==> config.mk <==
export PLATFORM = sky130hd
export DESIGN_NAME = clock_unit
export DESIGN_NICKNAME = d
export VERILOG_FILES = /design/src/rtl/clock_unit.sv
export SDC_FILE = /design/constraint.sdc
export NUM_CORES = 1
export LEC_CHECK = 0
export ABC_AREA = 1
export CELL_PAD_IN_SITES_DETAIL_PLACEMENT = 1
export CELL_PAD_IN_SITES_GLOBAL_PLACEMENT = 1
export CORE_UTILIZATION = 34
export CTS_CLUSTER_DIAMETER = 150
export DETAILED_ROUTE_END_ITERATION = 6
export PLACE_DENSITY_LB_ADDON = 0.1
export SLEW_MARGIN = 0
export SYNTH_ARGS = -nofsm -noshare
export SYNTH_HDL_FRONTEND = slang
export SYNTH_SLANG_ARGS = --single-unit
export TNS_END_PERCENT = 50
==> constraint.sdc <==
create_clock -name i_clock -period 1.07 [get_ports i_clock]
set_input_delay 0.214 -clock i_clock [delete_from_list [all_inputs] [get_ports i_clock]]
set_output_delay 0.214 -clock i_clock [all_outputs]
set_load 0.05 [all_outputs]
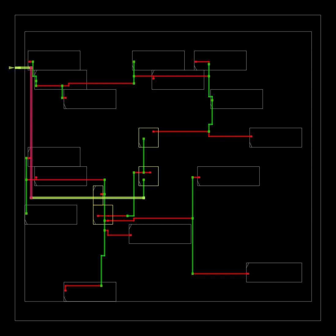
(run_1/final_clocks.png)
number of flip-flops and latches: 15
Worst Clk Skew: 9.08 ps
clk sinks: 15
clock buffers created by TritonCTS: 3
clock network latency to the later pin of the worst-skew pair: 280 ps

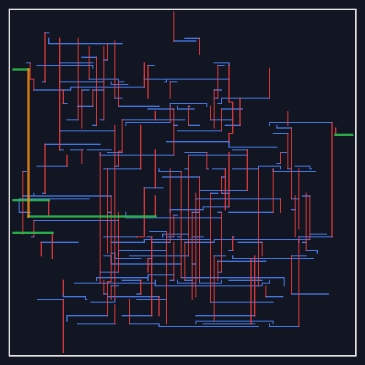
(run_1/metal_stack.png)
Drawn at 8 px/um.
- met1: blue (wire length 596 um)
- met3: green (wire length 29.0 um)
- met2: red (wire length 553 um)
- met4: orange (wire length 18.4 um)
routed vias: 465
All-Layer GR Usage: 0.154
routed wire length per instance: 12.2 um
final routed wirelength across all metal layers: 1200 um

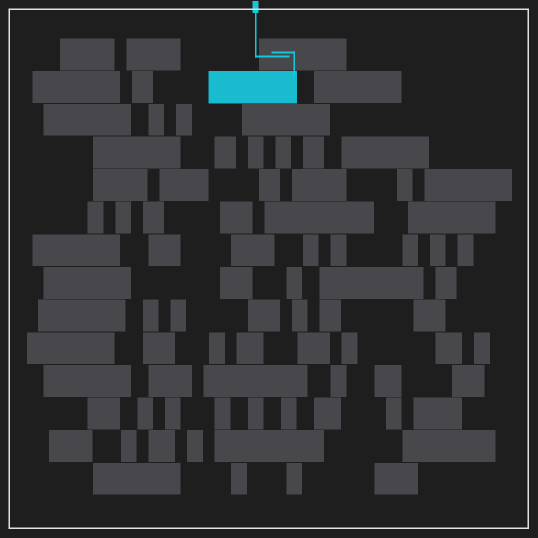
(run_1/port_nets.png)
Drawn at 12 px/um.
- `o_clock2`: cyan (bits 1; direction output; edge top; end cells 1; buffers 1; wire 10.3 um)
count of input and output buffers: 5
number of I/O pins: 6

==> flow_summary.yaml, run 1 <==
# flow metrics
outcome:
  outcome: "finished, final reports clean"
floorplanning:
  std_cell_rows: 14
  floorplan.core_area_mm2: 0.00154
  floorplan.die.height_um: 43.1
  chip_area_mm2: 0.00186
  initCoreUtil: 0.373
detailed_routing:
  wl_met2_um: 552
  met3_wirelength_um: 28
  antenna_violating_nets_post_route: 0
  iteration_count_of_the_initial_detailed_routing_pass: 2
  number_of_design_rule_violations_left_after_detail_routing: 0
  drt_iter0_drc: 2
  met1Wirelength_um: 595
  viasPerCell: 4.74
  maxUsedRoutingLayer: "met4"
yosys:
  simple_gate_share: 0.263
  synth.avg_cell_area_um2: 8.46
  synth.cells.most_frequent: "dfxtp_1, nor2_1, inv_1"
  synthCells: 68
  post-synth-top-area-cell: "dfxtp_1"
  share_of_synthesized_cell_area_in_full_adder_half_adder_and_majority_cells: 0.109
  flop_cell: "dfxtp_1"
  synth.mux.area_fraction: 0
  netlist-cell-type-count: 14
  netlist_top_cells_area: "dfxtp_1, ha_1, nor2_1"
  synth_seq_share: 0.522
  mappedNetlistNets: 75
  ys_chip_area_um2: 576
  synth.top_cell.area_share: 0.522
  postSynthRegisterBits: 15
  enable_flop_cells: 0
place:
  finalWeightedCongestion: 0.721
  place.detailed.hpwl_um: 887
  number_of_cells_in_the_design_after_placement: 94
  place_ws_ps: -48.5
timing:
  finalClockPeriodUsage: 0.993
  hold_slack_ps: 413
  worst_slack_ps: 7.70
  slew_violations: 0
  report.final.setup_viol: 0
  fmax_ghz: 0.941
  unrepaired_setup_endpoints_after_global_routing: "yes"
  worst_slew_pin_tran_ps: 226
clock_network:
  library_cell_used_as_clock_root_buffer: "clkbuf_4"
  cts_setup_buffers: 0
  clockBufferDepth: 2
  hold_buffers: 0
  clock_tree.htree_level_count: 1
setup_path:
  critical_path.most_common_cell: "nor2_1"
  worst_setup_path_start_kind: "register"
  crit_type: "reg2reg"
  cp_max_fo: 3
  critical_path.endpoint_type: "register"
  cp_slowest_stage_delay_ps: 370
  worst-path-buf-inv: 0
  cp_cell_sequence: "ha_4 -> nor2_1 -> nor2_2 -> nand2_2 -> nand3_1 -> nor2_1"
  worstSetupPathDepth: 6
  cp_data_required_time_ps: 1290
  r2r_slack_ps: 8
  arrival_ps: 1280
global_route:
  groute.layer.met2.usage: 0.233
  antenna_found_initial: 0
  gr-usage-met3: 0.0383
  grt_start_max_net_pins: 9
  grt_pass1_vias: 492
  global_routing_usage_on_met1: 0.202
  grt_pass1_wl_um: 2120
flow_run:
  timing.max_cap.violations: 0
  warning_count: 28
finish:
  n_antenna_cell: 0
  post_route_cells_drive_above_1_share: 0.354
  area_growth_pct: 42.2
  mostFrequentLayoutCell: "dfxtp_1"
  layout.cells.non_filler: 98
  finish.net_count: 90
worst_hold_path:
  hold_path.class: "reg2reg"
  min_delay_path_depth: 1
power:
  power.density_cell_area_mw_per_mm2: 1470
  comb_power_share: 0.209
  intPower_uw: 866
  power_frac_clock: 0.267
  netSwitchingFraction: 0.280
  power.clock.total_uw: 321
  pg_comb_uw: 251
  leakage_uw: 0.000372
  power.net_switching_uw: 336
  ir_worst_vdd_mv: 0.901
  largestPowerGroup: "registers"
  p_seq_uw: 631
run 1: area by class of cell:
class / instances / area [um2]
Tap cell: 16 / 20.0
Clock buffer: 4 / 26.3
Multi-Input combinational cell: 41 / 287
Timing Repair Buffer: 11 / 135
Sequential cell: 15 / 309
Fill cell: 192 / 723
Inverter: 11 / 41.3
run 1: metrics by stage:
step | utilization | total power [uW] | TNS, ps | instance area, um2
3_5_place_dp | 0.471 | 865 | -114 | 726
6_report | 0.531 | 1200 | 0 | 818
2_1_floorplan | - | 754 | 0 | 576
3_3_place_gp | 0.471 | 861 | -48.9 | 726
4_1_cts | 0.517 | 1210 | 0 | 797
5_1_grt | 0.531 | 1270 | -199 | 818
==> run_1/registers.png <==
Drawn at 6 px/um. Other sequential cells in the stronger grey, the rest of the logic in the fainter grey.
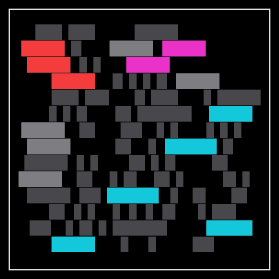

==> run 2, diff against run 1 <==
PLACE_DENSITY_LB_ADDON = 0.08   (was 0.1)
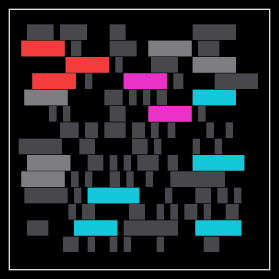
(run_2/registers.png)
Drawn at 6 px/um. Other sequential cells in the stronger grey, the rest of the logic in the fainter grey.
- `lock_q`: cyan (placed flops 5)
- `u_div2.cnt_q`: red (placed flops 3)
- `u_div1.cnt_q`: magenta (placed flops 2)
- not coloured: 5
share of the core filled with cells: 0.527
reported sequential group power: 630 uW
FF+latch area: 309 um2
fraction of standard cell area that is sequential: 0.381

==> flow_summary.yaml, run 2 <==
# flow metrics
yosys:
  synth_seq_share: 0.522
  mappedNetlistNets: 75
  netlist_top_cells_area: "dfxtp_1, ha_1, nor2_1"
  synthCells: 68
  flop_cell: "dfxtp_1"
  synth.cells.most_frequent: "dfxtp_1, nor2_1, inv_1"
  synth.top_cell.area_share: 0.522
  ys_chip_area_um2: 576
  enable_flop_cells: 0
  netlist-cell-type-count: 14
  synth.avg_cell_area_um2: 8.46
  post-synth-top-area-cell: "dfxtp_1"
timing:
  finalClockPeriodUsage: 1.00
  fmax_ghz: 0.934
  worst_slack_ps: -0.564
  report.final.setup_viol: 1
  hold_slack_ps: 415
  unrepaired_setup_endpoints_after_global_routing: "yes"
  timing.setup.tns_ps: -0.564
detailed_routing:
  maxUsedRoutingLayer: "met4"
  met1Wirelength_um: 628
  wl_met2_um: 637
  route.detailed.wl_per_inst_um: 13.5
  iteration_count_of_the_initial_detailed_routing_pass: 4
  detailroute.via_count: 476
  met3_wirelength_um: 27
  viasPerCell: 4.86
power:
  power.clock.total_uw: 335
  intPower_uw: 861
  netSwitchingFraction: 0.294
  comb_power_share: 0.209
  leakage_uw: 0.000369
  pg_comb_uw: 255
  total_power_uw: 1220
  ir_worst_vdd_mv: 0.771
clock_network:
  cts_made_buffers: 3
  clock_tree.htree_level_count: 1
  hold_buffers: 0
  clock_sink_count: 15
  clockBufferDepth: 2
  cts_setup_buffers: 0
worst_hold_path:
  hold_path.class: "reg2reg"
  min_delay_path_depth: 1
place:
  place.detailed.hpwl_um: 900
  number_of_cells_in_the_design_after_placement: 94
  finalWeightedCongestion: 0.730
setup_path:
  worst_setup_path_start_kind: "register"
  cp_cell_sequence: "ha_4 -> nand2_1 -> inv_1 -> nor2_1 -> nand2_1 -> nand3_1 -> nor2_1"
  crit_type: "reg2reg"
  arrival_ps: 1260
  critical_path.endpoint_type: "register"
  cp_slowest_stage_delay_ps: 370
  cp_data_required_time_ps: 1260
finish:
  area_growth_pct: 41.1
  inverters_excl_clock: 11
  n_antenna_cell: 0
  largestClassByArea: "flip-flops and latches"
  post_route_cells_drive_above_1_share: 0.378
  non_clock_buffer_count: 11
  layout.area.comb_um2: 279
  clk_share: 0.0339
  clkbuf_count: 3
  layout.nonclk_buf_frac: 0.166
  area.share.combinational: 0.344
global_route:
  grt_pass1_wl_um: 2150
  global_routing_usage_on_met1: 0.208
  gr-usage-met3: 0.0255
  global_route.usage.total: 0.164
  antenna_found_initial: 0
flow_run:
  warning_count: 28
  timing.max_cap.violations: 0
floorplanning:
  initCoreUtil: 0.373
  floorplan.die.height_um: 43.1
  std_cell_rows: 14
  floorplan.core_area_mm2: 0.00154
  chip_area_mm2: 0.00186
outcome:
  violations: "setup timing"
  outcome: "finished, violations left"
run 2: cell counts after synthesis:
No cell type changed its count.
run 2: metrics by stage:
step	setup slack [ps]	area, um2
after floorplan	11.1	576
after global placement	-45.5	726
after detailed placement	-67.4	726
after CTS	6.69	793
after global routing	-56.5	812
final	-0.564	812
run 2: critical path, delay by kind of cell (launching register included):
family                     cells  cell delay [ps]
adders and majority gates      1              170
and+or+nand+nor                5              380
DFF                            1              370
buffers and inverters          1               50
run 2: cells by family (layout without fill, tap and decap cells):
logic type | after synthesis | after routing | share of synthesized area
AND/OR/NAND/NOR | 33 | 33 | 0.263
flip-flops | 15 | 15 | 0.522
buffers and inverters | 12 | 26 | 0.0804
adder cells (fa/ha/maj) | 5 | 5 | 0.109
AND-OR/OR-AND | 3 | 3 | 0.0261
No activity file was given, so power comes from the tool's default toggle rates.
